==> config.mk <==
export PLATFORM = sky130hd
export DESIGN_NAME = plru_victim_select
export DESIGN_NICKNAME = d
export VERILOG_FILES = /design/src/rtl/plru_victim_select.sv
export SDC_FILE = /design/constraint.sdc
export NUM_CORES = 1
export LEC_CHECK = 0
export ABC_CLOCK_PERIOD_IN_PS = 3600
export CAP_MARGIN = 20
export CORE_UTILIZATION = 54
export DETAILED_ROUTE_END_ITERATION = 6
export GPL_TIMING_DRIVEN = 0
export PLACE_DENSITY = 0.77
export REMOVE_ABC_BUFFERS = 1
export SYNTH_ARGS = -nofsm -noshare
export SYNTH_HDL_FRONTEND = slang
export SYNTH_SLANG_ARGS = --single-unit
==> constraint.sdc <==
create_clock -name clk -period 3.6 [get_ports clk]
set_input_delay 0.72 -clock clk [delete_from_list [all_inputs] [get_ports clk]]
set_output_delay 0.72 -clock clk [all_outputs]
set_load 0.05 [all_outputs]
==> src/rtl/plru_victim_select.sv <==
// 4-way tree pseudo-LRU per set: hit way on a hit, victim way on a miss; response registered 1 cycle after accept.
// Accepts only while idle (acc_ready low during a 32-cycle flush sweep); response is never backpressured.
// Build option: define PLRU_STATS_EN to add saturating hit_cnt/miss_cnt outputs.
module plru_victim_select #(
  parameter int NUM_SETS = 32,
  parameter int IDX_W    = 5,
  parameter int CNT_W    = 16
) (
  input  logic                clk,
  input  logic                rst_n,
  input  logic [NUM_SETS-1:0] set_sel,
  input  logic                acc_valid,
  output logic                acc_ready,
  input  logic                acc_hit,
  input  logic [1:0]          acc_hit_way,
  input  logic                flush,
  output logic                busy,
  output logic                resp_valid,
  output logic [1:0]          resp_way,
`ifdef PLRU_STATS_EN
  output logic [CNT_W-1:0]    hit_cnt,
  output logic [CNT_W-1:0]    miss_cnt,
`endif
  output logic                resp_err
);

  localparam logic [0:0] IDLE  = 1'b0;
  localparam logic [0:0] FLUSH = 1'b1;

  logic [2:0]       plru [NUM_SETS];
  logic [0:0]       state;
  logic [IDX_W-1:0] cnt;
  logic [IDX_W-1:0] idx;
  logic             sel_ok;
  logic             accept;
  logic [2:0]       cur_bits;
  logic [1:0]       victim;
  logic [1:0]       use_way;
  logic [2:0]       nxt_bits;

  assign acc_ready = (state == IDLE);
  assign busy      = (state == FLUSH);
  assign accept    = acc_valid & acc_ready;
  assign sel_ok    = (set_sel != '0) &&
                     ((set_sel & (set_sel - NUM_SETS'(1))) == '0);

  always_comb begin
    idx = '0;
    for (int i = 0; i < NUM_SETS; i++) begin
      if (set_sel[i]) idx = IDX_W'(i);
    end
  end

  // Tree walk: b0 picks the half, b1/b2 pick the way inside the lower/upper half.
  always_comb begin
    cur_bits = plru[idx];
    victim   = cur_bits[0] ? (cur_bits[2] ? 2'd3 : 2'd2)
                           : (cur_bits[1] ? 2'd1 : 2'd0);
    use_way  = acc_hit ? acc_hit_way : victim;
    nxt_bits = cur_bits;
    if (!use_way[1]) begin
      nxt_bits[0] = 1'b1;
      nxt_bits[1] = (use_way == 2'd0);
    end else begin
      nxt_bits[0] = 1'b0;
      nxt_bits[2] = (use_way == 2'd2);
    end
  end

  always_ff @(posedge clk) begin
    if (!rst_n) begin
      state      <= IDLE;
      cnt        <= '0;
      resp_valid <= 1'b0;
      resp_err   <= 1'b0;
      resp_way   <= 2'd0;
      for (int i = 0; i < NUM_SETS; i++) plru[i] <= 3'b000;
    end else begin
      resp_valid <= accept;
      resp_err   <= accept & ~sel_ok;
      resp_way   <= (accept && sel_ok) ? use_way : 2'd0;
      if (accept && sel_ok) plru[idx] <= nxt_bits;
      case (state)
        IDLE: begin
          if (flush) state <= FLUSH;
        end
        FLUSH: begin
          // Accesses are blocked here, so the sweep never races an update.
          plru[cnt] <= 3'b000;
          if (cnt == IDX_W'(NUM_SETS - 1)) begin
            cnt   <= '0;
            state <= IDLE;
          end else begin
            cnt <= cnt + IDX_W'(1);
          end
        end
        default: state <= IDLE;
      endcase
    end
  end

`ifdef PLRU_STATS_EN
  always_ff @(posedge clk) begin
    if (!rst_n) begin
      hit_cnt  <= '0;
      miss_cnt <= '0;
    end else if (accept && sel_ok) begin
      if (acc_hit && (hit_cnt != '1))   hit_cnt  <= hit_cnt + CNT_W'(1);
      if (!acc_hit && (miss_cnt != '1)) miss_cnt <= miss_cnt + CNT_W'(1);
    end
  end
`endif

endmodule
Run 1, the metal 2 layer:
Drawn at 2 px/µm.
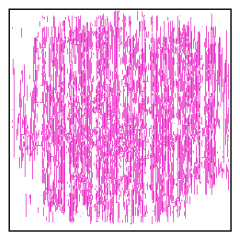
nets with wire on the layer: 764
share of all routed wire: 44%
wire length on this layer: 12100 µm
final WL: 27.40 mm
GR Util met2: 60.80%
via count: 6965

Run 1, signal wires by layer:
Drawn at 3 px/µm.
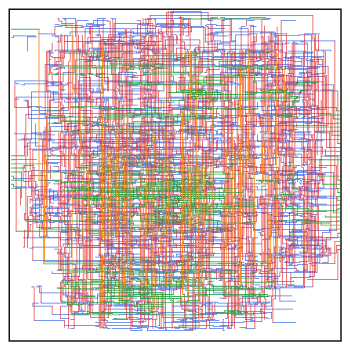
legend:
  red:
    layer: met2
    wire_length: 12100 µm
  blue:
    layer: met1
    wire_length: 8980 µm
  green:
    layer: met3
    wire_length: 3960 µm
  orange:
    layer: met4
    wire_length: 2400 µm
gr usage total: 37.94%
WL/cell: 29.43 µm

Run 1, supply network:
Drawn at 3 px/µm. Pins as bars on the die edge. Tap cells in gray.
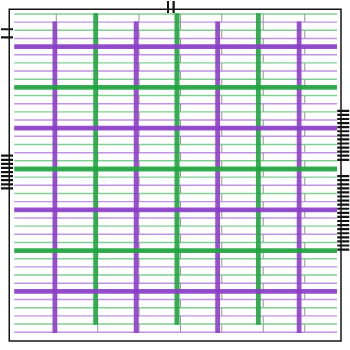
legend:
  green:
    net: VDD
  purple:
    net: VSS
signal pins: 45
met1 rails: 40
met4 straps: 7

Run 1, the clock network:
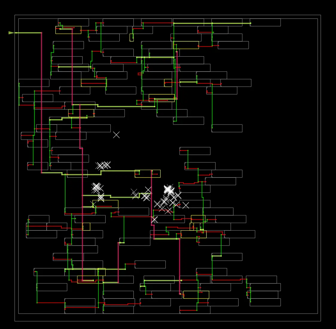
Clock Latency Late Sink: 0.37 ns
Clock buffer cells: 13
clock skew: 0.01405 ns
CTS Buf Count: 9

==> results_dict.tcl, run 1 <==
# yosys + openroad results
set metrics [dict create \
    setup_viol 152 \
    status "finished with violations" \
    wl_met2_mm 12.05 \
    top_cells_by_count "100 x nor2_1, 96 x edfxtp_1, 95 x nand2_1, 41 x nor3_1, 35 x nand3_1" \
    setup_ws_ns -0.8417 \
    dp_slack_ns -2.125 \
    path_clk_slew_ns 0.08 \
    layout_top_cell "edfxtp_1" \
    holdWs_ns 0.6253 \
    inv_count 19 \
    final_cell_mix "96 x edfxtp_1, 71 x nor2_1, 70 x nand2_1" \
    ys_ff 106 \
    ys_sh_mux_pct 4.638 \
    cts_tree "done" \
    critPathArrivalTime_ns 4.53 \
    port_buffers 44 \
    r2r-start "busy$_SDFF_PN0_" \
    chip_area_mm2 0.01213 \
    finalClockPeriodUsage_pct 123.4 \
    top_power_group "registers" \
    nWellTaps 143 \
    p_int_uw 2159 \
    switching_share_pct 29.77 \
    tns_ns -51.46 \
    violations "DRC, setup timing" \
    use_met1_pct 45.11 \
    tool_warnings 27 \
    route.detailed.drc 140 \
    endpoint_kind "flop" \
    fillerInstances 627 \
    p_clk_uw 999 \
]
## Run 2: what changed since run 1
--- a/config.mk
+++ b/config.mk
@@ -10,8 +10,7 @@
 export CORE_UTILIZATION = 54
 export DETAILED_ROUTE_END_ITERATION = 6
 export GPL_TIMING_DRIVEN = 0
-export PLACE_DENSITY = 0.77
-export REMOVE_ABC_BUFFERS = 1
+export PLACE_DENSITY_LB_ADDON = 0.12
 export SYNTH_ARGS = -nofsm -noshare
 export SYNTH_HDL_FRONTEND = slang
 export SYNTH_SLANG_ARGS = --single-unit
Run 2, supply network:
Drawn at 3 px/µm. Pins as bars on the die edge. Tap cells in gray.
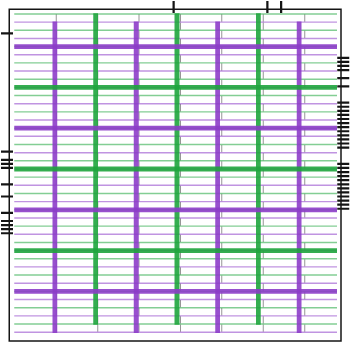
legend:
  green:
    net: VDD
  purple:
    net: VSS
rows: 39
met4 straps: 7
met5 straps: 7
met1 rails: 40
Core Box Area: 0.01142 mm²
die outline width: 110.1 µm
die height: 110.1 µm
Max VDD drop: 0.3465 mV

Run 2, the metal 2 layer:
Drawn at 2 px/µm.
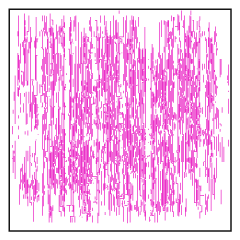
longest straight run: 42.2 µm
nets with wire on the layer: 727

Run 2, the clock network:
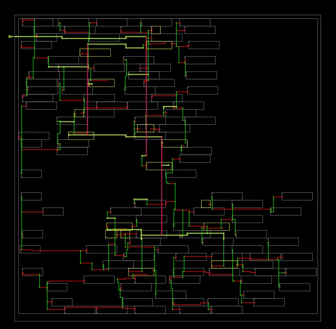
Seq Cell Count: 106
Clock buffer cells: 9
CTS Sinks: 106
Clk. pwr: 1070 µW

==> results_dict.tcl, run 2 <==
# yosys + openroad results
set metrics [dict create \
    status "finished with violations" \
    violations "setup timing" \
    dp_slack_ns -1.632 \
    chip_area_mm2 0.01213 \
    wl_mm 21.94 \
    routedWlPerCell_um 23.85 \
    final_cell_mix "96 x edfxtp_1, 72 x nor2_1, 63 x nand2_1" \
    setup_viol 56 \
    grtUsageTotal_pct 35.90 \
    top_power_group "registers" \
    endpoint_kind "flop" \
    tool_warnings 27 \
    worstSkewPairLatency_ns 0.36 \
    setup_ws_ns -0.1027 \
    num_vias 6219 \
    ys_sh_mux_pct 4.638 \
    grtUsageMet2_pct 58.13 \
    fin_worst_skew_ns 0.01281 \
    top_cells_by_count "100 x nor2_1, 96 x edfxtp_1, 95 x nand2_1, 41 x nor3_1, 35 x nand3_1" \
    wl_met2_mm 10.36 \
]
## Run 3: what changed since run 2
--- a/config.mk
+++ b/config.mk
@@ -7,6 +7,7 @@
 export LEC_CHECK = 0
 export ABC_CLOCK_PERIOD_IN_PS = 3600
 export CAP_MARGIN = 20
+export CORE_MARGIN = 2
 export CORE_UTILIZATION = 54
 export DETAILED_ROUTE_END_ITERATION = 6
 export GPL_TIMING_DRIVEN = 0
==> results_dict.tcl, run 3 <==
# yosys + openroad results
set metrics [dict create \
    tns_ns -6.622 \
    status "finished with violations" \
    endpoint_kind "flop" \
    layout_top_cell "edfxtp_1" \
    chip_area_mm2 0.01257 \
    ys_sh_mux_pct 4.638 \
    top_power_group "registers" \
    violations "DRC, setup timing" \
    inv_count 19 \
    path_clk_slew_ns 0.08 \
    nWellTaps 143 \
    wl_met2_mm 10.92 \
    tool_warnings 28 \
    cts_tree "done" \
    ys_ff 106 \
    r2r-start "busy$_SDFF_PN0_" \
    p_int_uw 2225 \
    finalClockPeriodUsage_pct 105.7 \
    clock_sinks 106 \
    route.detailed.drc 5 \
    p_clk_uw 1040 \
    vdd_drop_max_mv 0.2362 \
    top_cells_by_count "100 x nor2_1, 96 x edfxtp_1, 95 x nand2_1, 41 x nor3_1, 35 x nand3_1" \
    fin_worst_skew_ns 0.01293 \
    final_cell_mix "96 x edfxtp_1, 72 x nand2_1, 71 x nor2_1" \
    holdWs_ns 0.5958 \
    setup_ws_ns -0.2067 \
    dieWidth_um 112.1 \
    port_buffers 42 \
    setup_viol 72 \
    worstSkewPairLatency_ns 0.36 \
    cts_buffers 9 \
    coreArea_mm2 0.01142 \
    use_met1_pct 46.07 \
]
Run 3, signal wires by layer:
Drawn at 3 px/µm.
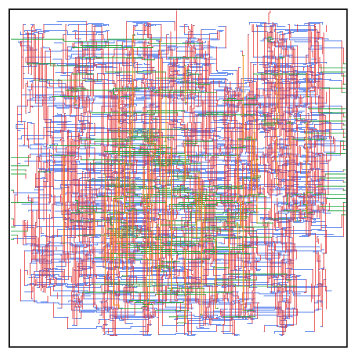
final WL: 23.23 mm
gr usage total: 35.04%
WL/cell: 24.53 µm
via count: 6416

Run 3, supply network:
Drawn at 3 px/µm. Pins as bars on the die edge. Tap cells in gray.
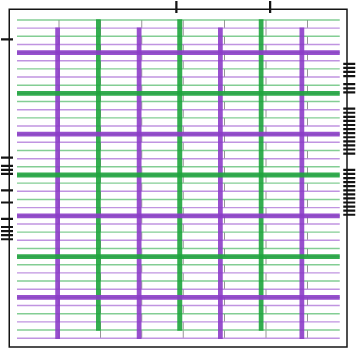
legend:
  purple:
    net: VSS
  green:
    net: VDD
tap cells: 143
met5 straps: 7
met4 straps: 7
met1 rails: 40

Run 3, the metal 2 layer:
Drawn at 2 px/µm.
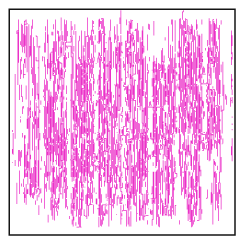
main direction: vertical
nets with wire on the layer: 758
wire length on this layer: 10900 µm
longest straight run: 74.5 µm
share of all routed wire: 47%
GR Util met2: 56.06%

Power is estimated from default activity; no workload was simulated.
